$ cat config.mk
export PLATFORM = sky130hd
export DESIGN_NAME = spi_boot_loader
export DESIGN_NICKNAME = d
export VERILOG_FILES = /design/src/rtl/spi_boot_loader_pkg.sv /design/src/rtl/spi_word_pack.sv /design/src/rtl/spi_boot_loader.sv
export SDC_FILE = /design/constraint.sdc
export NUM_CORES = 1
export LEC_CHECK = 0
export ABC_CLOCK_PERIOD_IN_PS = 3800
export CORE_MARGIN = 10
export CORE_UTILIZATION = 58
export CTS_BUF_LIST = sky130_fd_sc_hd__clkbuf_16
export DETAILED_ROUTE_END_ITERATION = 12
export PLACE_DENSITY = 0.94
export SLEW_MARGIN = 20
export SYNTH_ARGS = -nofsm -noshare
export SYNTH_HDL_FRONTEND = slang
export SYNTH_HIERARCHICAL = 1
export SYNTH_SLANG_ARGS = --single-unit
$ cat constraint.sdc
create_clock -name i_clk -period 3.8 [get_ports i_clk]
set_input_delay 0.95 -clock i_clk [delete_from_list [all_inputs] [get_ports i_clk]]
set_output_delay 0.95 -clock i_clk [all_outputs]
set_load 0.1 [all_outputs]
$ cat src/rtl/spi_boot_loader_pkg.sv
// Shared definitions for the SPI boot loader: FSM state encoding, command
// bytes, error codes and the sticky-error update rule.
// Optional checksum stage is compiled in with SPI_LOADER_CSUM_EN.
package spi_boot_loader_pkg;

  typedef enum logic [2:0] {
    ST_IDLE,
    ST_CNT_H,
    ST_CNT_L,
    ST_ADR_H,
    ST_ADR_L,
    ST_DATA,
`ifdef SPI_LOADER_CSUM_EN
    ST_WRITE,
    ST_CSUM
`else
    ST_WRITE
`endif
  } state_t;

  localparam logic [7:0] CMD_LOAD = 8'hA5;
  localparam logic [7:0] CMD_RUN  = 8'h5A;
  localparam logic [7:0] CMD_HALT = 8'h3C;

  localparam logic [1:0] ERR_NONE = 2'b00;
  localparam logic [1:0] ERR_CMD  = 2'b01;
  localparam logic [1:0] ERR_OVR  = 2'b10;
  localparam logic [1:0] ERR_CSUM = 2'b11;

  // First error is kept until cleared; a new error in the clear cycle wins.
  function automatic logic [1:0] err_merge(input logic [1:0] cur,
                                           input logic [1:0] new_err,
                                           input logic       clr);
    if (new_err != ERR_NONE && (cur == ERR_NONE || clr)) return new_err;
    else if (clr)                                        return ERR_NONE;
    else                                                 return cur;
  endfunction

endpackage

$ cat src/rtl/spi_word_pack.sv
// Assembles four bytes (MSB first) into a 32-bit word. o_done strobes with
// the fourth byte; the full word is visible on o_word the following cycle.
module spi_word_pack (
  input  logic        i_clk,
  input  logic        i_rst_n,
  input  logic        i_clr,
  input  logic        i_vld,
  input  logic [7:0]  i_byte,
  output logic [31:0] o_word,
  output logic        o_done
);

  logic [1:0]  r_idx;
  logic [31:0] r_word;

  // Shift register and byte index; clear only rewinds the index so the
  // last assembled word stays stable on the output.
  always_ff @(posedge i_clk or negedge i_rst_n) begin
    if (!i_rst_n) begin
      r_idx  <= '0;
      r_word <= '0;
    end else if (i_clr) begin
      r_idx  <= '0;
    end else if (i_vld) begin
      r_word <= {r_word[23:0], i_byte};
      r_idx  <= r_idx + 2'd1;
    end
  end

  assign o_word = r_word;
  assign o_done = i_vld && !i_clr && (r_idx == 2'd3);

endmodule

$ cat src/rtl/spi_boot_loader.sv
// SPI boot loader command sequencer: decodes LOAD/RUN/HALT, writes loaded
// words into instruction memory and controls the core reset.
// Define SPI_LOADER_CSUM_EN to add the trailing frame checksum byte.
module spi_boot_loader
  import spi_boot_loader_pkg::*;
#(
  parameter int unsigned ADDR_W        = 10,
  parameter bit          HOLD_ON_RESET = 1'b1
) (
  input  logic              i_clk,
  input  logic              i_rst_n,
  input  logic [7:0]        i_byte,
  input  logic              i_byte_vld,
  input  logic              i_mem_rdy,
  input  logic              i_err_clr,
  output logic              o_mem_we,
  output logic [ADDR_W-1:0] o_mem_addr,
  output logic [31:0]       o_mem_wdata,
  output logic              o_cpu_rst_n,
  output logic              o_busy,
  output logic [1:0]        o_err
);

`ifdef SPI_LOADER_CSUM_EN
  localparam state_t ST_FRAME_END = ST_CSUM;
`else
  localparam state_t ST_FRAME_END = ST_IDLE;
`endif

  state_t            r_state;
  state_t            w_next;
  logic [15:0]       r_cnt;
  logic [7:0]        r_adr_hi;
  logic [ADDR_W-1:0] r_addr;
  logic              r_cpu_rst_n;
  logic              r_ovr;
  logic [1:0]        r_err;
  logic [1:0]        w_err_set;
  logic              w_pack_vld;
  logic              w_pack_clr;
  logic              w_done;
  logic [31:0]       w_word;
`ifdef SPI_LOADER_CSUM_EN
  logic [7:0]        r_sum;
  logic [7:0]        w_sum_chk;
  assign w_sum_chk = r_sum + i_byte;
`endif

  assign w_pack_vld = i_byte_vld && (r_state == ST_DATA);
  assign w_pack_clr = (r_state == ST_IDLE);

  spi_word_pack u_pack (
    .i_clk   (i_clk),
    .i_rst_n (i_rst_n),
    .i_clr   (w_pack_clr),
    .i_vld   (w_pack_vld),
    .i_byte  (i_byte),
    .o_word  (w_word),
    .o_done  (w_done)
  );

  // State register.
  always_ff @(posedge i_clk or negedge i_rst_n) begin
    if (!i_rst_n) r_state <= ST_IDLE;
    else          r_state <= w_next;
  end

  // Next-state decode and error detection.
  always_comb begin
    w_next    = r_state;
    w_err_set = ERR_NONE;
    case (r_state)
      ST_IDLE: begin
        if (i_byte_vld) begin
          if (i_byte == CMD_LOAD)
            w_next = ST_CNT_H;
          else if (i_byte != CMD_RUN && i_byte != CMD_HALT)
            w_err_set = ERR_CMD;
        end
      end
      ST_CNT_H: if (i_byte_vld) w_next = ST_CNT_L;
      ST_CNT_L: if (i_byte_vld) w_next = ST_ADR_H;
      ST_ADR_H: if (i_byte_vld) w_next = ST_ADR_L;
      ST_ADR_L: begin
        if (i_byte_vld) w_next = (r_cnt != 16'd0) ? ST_DATA : ST_FRAME_END;
      end
      ST_DATA: if (w_done) w_next = ST_WRITE;
      ST_WRITE: begin
        if (i_byte_vld) w_err_set = ERR_OVR;
        // An overrun seen at any point during the write abandons the frame
        // once the pending write has been accepted.
        if (i_mem_rdy) begin
          if (r_ovr || i_byte_vld)  w_next = ST_IDLE;
          else if (r_cnt == 16'd1)  w_next = ST_FRAME_END;
          else                      w_next = ST_DATA;
        end
      end
`ifdef SPI_LOADER_CSUM_EN
      ST_CSUM: begin
        if (i_byte_vld) begin
          if (w_sum_chk != 8'd0) w_err_set = ERR_CSUM;
          w_next = ST_IDLE;
        end
      end
`endif
      default: w_next = ST_IDLE;
    endcase
  end

  // Frame counters, address, core reset control and sticky error.
  always_ff @(posedge i_clk or negedge i_rst_n) begin
    if (!i_rst_n) begin
      r_cnt       <= '0;
      r_adr_hi    <= '0;
      r_addr      <= '0;
      r_cpu_rst_n <= ~HOLD_ON_RESET;
      r_ovr       <= 1'b0;
      r_err       <= ERR_NONE;
    end else begin
      r_err <= err_merge(r_err, w_err_set, i_err_clr);
      case (r_state)
        ST_IDLE: begin
          if (i_byte_vld) begin
            if (i_byte == CMD_LOAD || i_byte == CMD_HALT) r_cpu_rst_n <= 1'b0;
            else if (i_byte == CMD_RUN)                   r_cpu_rst_n <= 1'b1;
          end
        end
        ST_CNT_H: if (i_byte_vld) r_cnt[15:8] <= i_byte;
        ST_CNT_L: if (i_byte_vld) r_cnt[7:0]  <= i_byte;
        ST_ADR_H: if (i_byte_vld) r_adr_hi    <= i_byte;
        ST_ADR_L: if (i_byte_vld) r_addr      <= ADDR_W'({r_adr_hi, i_byte});
        ST_WRITE: begin
          if (i_byte_vld) r_ovr <= 1'b1;
          if (i_mem_rdy) begin
            r_addr <= r_addr + ADDR_W'(1);
            r_cnt  <= r_cnt - 16'd1;
            r_ovr  <= 1'b0;
          end
        end
        default: ;
      endcase
    end
  end

`ifdef SPI_LOADER_CSUM_EN
  // Running sum of every frame byte after the LOAD command.
  always_ff @(posedge i_clk or negedge i_rst_n) begin
    if (!i_rst_n) begin
      r_sum <= '0;
    end else if (i_byte_vld) begin
      if (r_state == ST_IDLE)
        r_sum <= '0;
      else if (r_state == ST_CNT_H || r_state == ST_CNT_L ||
               r_state == ST_ADR_H || r_state == ST_ADR_L ||
               r_state == ST_DATA)
        r_sum <= r_sum + i_byte;
    end
  end
`endif

  assign o_mem_we    = (r_state == ST_WRITE);
  assign o_mem_addr  = r_addr;
  assign o_mem_wdata = w_word;
  assign o_cpu_rst_n = r_cpu_rst_n;
  assign o_busy      = (r_state != ST_IDLE);
  assign o_err       = r_err;

endmodule
registers.png
Scale bar: 20 um. Other sequential cells in the stronger grey, the rest of the logic in the fainter grey.
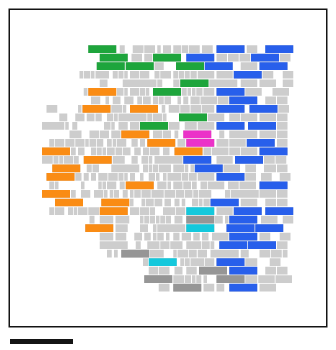
- r_state: cyan (placed flops 3)
- r_adr_hi: magenta (placed flops 2)
- u_pack/o_word: blue (placed flops 32)
- r_cnt: orange (placed flops 16)
- o_mem_addr: green (placed flops 10; where north)
- not coloured: 6

gate_families.png
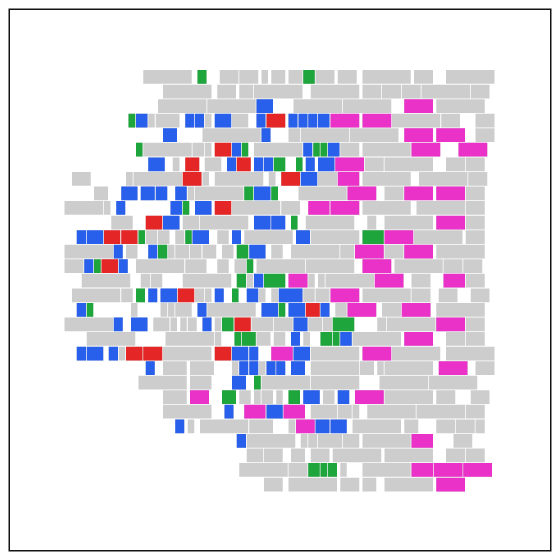
- multiplexers: magenta (cells 40; most used mux2_4)
- inverting AOI/OAI gates: blue (cells 81; most used a21oi_1)
- AND-OR and OR-AND gates: red (cells 17; most used o22a_1)
- NAND gates: green (cells 38; most used nand2_1)
fraction of area in multi-input gates: 40.1%
highest-count logic cell in the final layout: sky130_fd_sc_hd__dfrtp_1
non-filler instance count after layout: 484

==> impl.org <==
#+TITLE: Physical design notes

** Final timing
- For the pin with the worst max-slew slack, the measured transition is a little over 1 ns.
- Unrepaired setup endpoints after global routing :: no
- The final critical path takes up 76.2% of the cycle.

** Die
- The chip occupies 0.0102 sq mm.
- Die H :: slightly above 100 um
- Per the OpenROAD floorplan log, the width of the die is 101 um.

** Synth
- For this run, the register share of the synthesized area comes to between 40 and 50%.
- EDFF count, synth :: 0
- Yosys printed 6 warnings.
- List of most frequent post-synthesis cells :: sky130_fd_sc_hd__dfrtp_1 (69), sky130_fd_sc_hd__mux2_4 (29), sky130_fd_sc_hd__a21oi_1 (26), sky130_fd_sc_hd__nor2_1 (25), sky130_fd_sc_hd__nand2_1 (20)
- The post-synth register bit count is 69.
- Cell area after synthesis :: 0.00380 sq mm
- Most used DFF post-synth :: sky130_fd_sc_hd__dfrtp_1
- Post-synthesis, Yosys gives the total cell area as 0.00380 sq mm.
- Synthesized-area fraction occupied by xor and xnor cells :: 0.231%
- After Yosys synthesis, full adders, half adders and majority gates account for ~1.6% of the synthesized area.

** Drt
- Remaining number of nets flagged by the antenna check after routing :: 0
- Highest metal layer with signal wires :: met4
- Detailed-routing iteration count for the pre-antenna-repair pass :: 5
- Detailed-route wire length per cell :: about 22 um
- Met3 routed WL :: between 1000 and 1500 um

** Placed design
- As logged by OpenROAD, the buffers inserted on ports number ~59.
- Per the gpl log, the routability congestion estimate is 0.849.
- Place WS :: 0.680 ns
- Placed wire-length estimate after detailed placement :: 6950 um

** Run
- In this run the maximum-capacitance check reported violations numbering 0.
- The logs give a warning total of 29.

** Global route
- Total gr overflow :: 0
- In the global route stage, met1 resource usage came out at 23.9%.
- On met2, the global router reports a usage of 33.6%.
- Global-route layer with the greatest usage :: met2
- The first global-routing pass estimated 16600 um of wire.

** Outcome
- Outcome :: finished, final reports clean

** Layout
- Proportion of cell area occupied by registers :: 36.9%
- The layout report lists the combined flip-flop and latch area as approximately 0.0017 sq mm.
- Post-route standard cell area excluding fillers :: ~0.0047 sq mm
- By area, combinational gates come first.
- Nonclk inv count :: 11
- 245 cells are multi-input combinational gates.
- At the end of the flow the core is filled with cells to 73.7%.

** Worst hold path
- End point of the worst hold path :: o_err[1]

** CTS
- The H-tree was split into 3 levels.
- No sink is reached through more buffers than the 2 on the longest clock path.
- Post-CTS setup buffer count :: 0

** Critical path
- End point of the critical path :: o_mem_addr[8]
- The worst setup path is of the register to output port kind.
- In this run the worst path has a maximum fanout of 4.
- Per STA, the highest per-stage delay on the worst path measures roughly 1.2 ns.
- Cell breakdown of the critical path :: clkdlybuf4s50_1
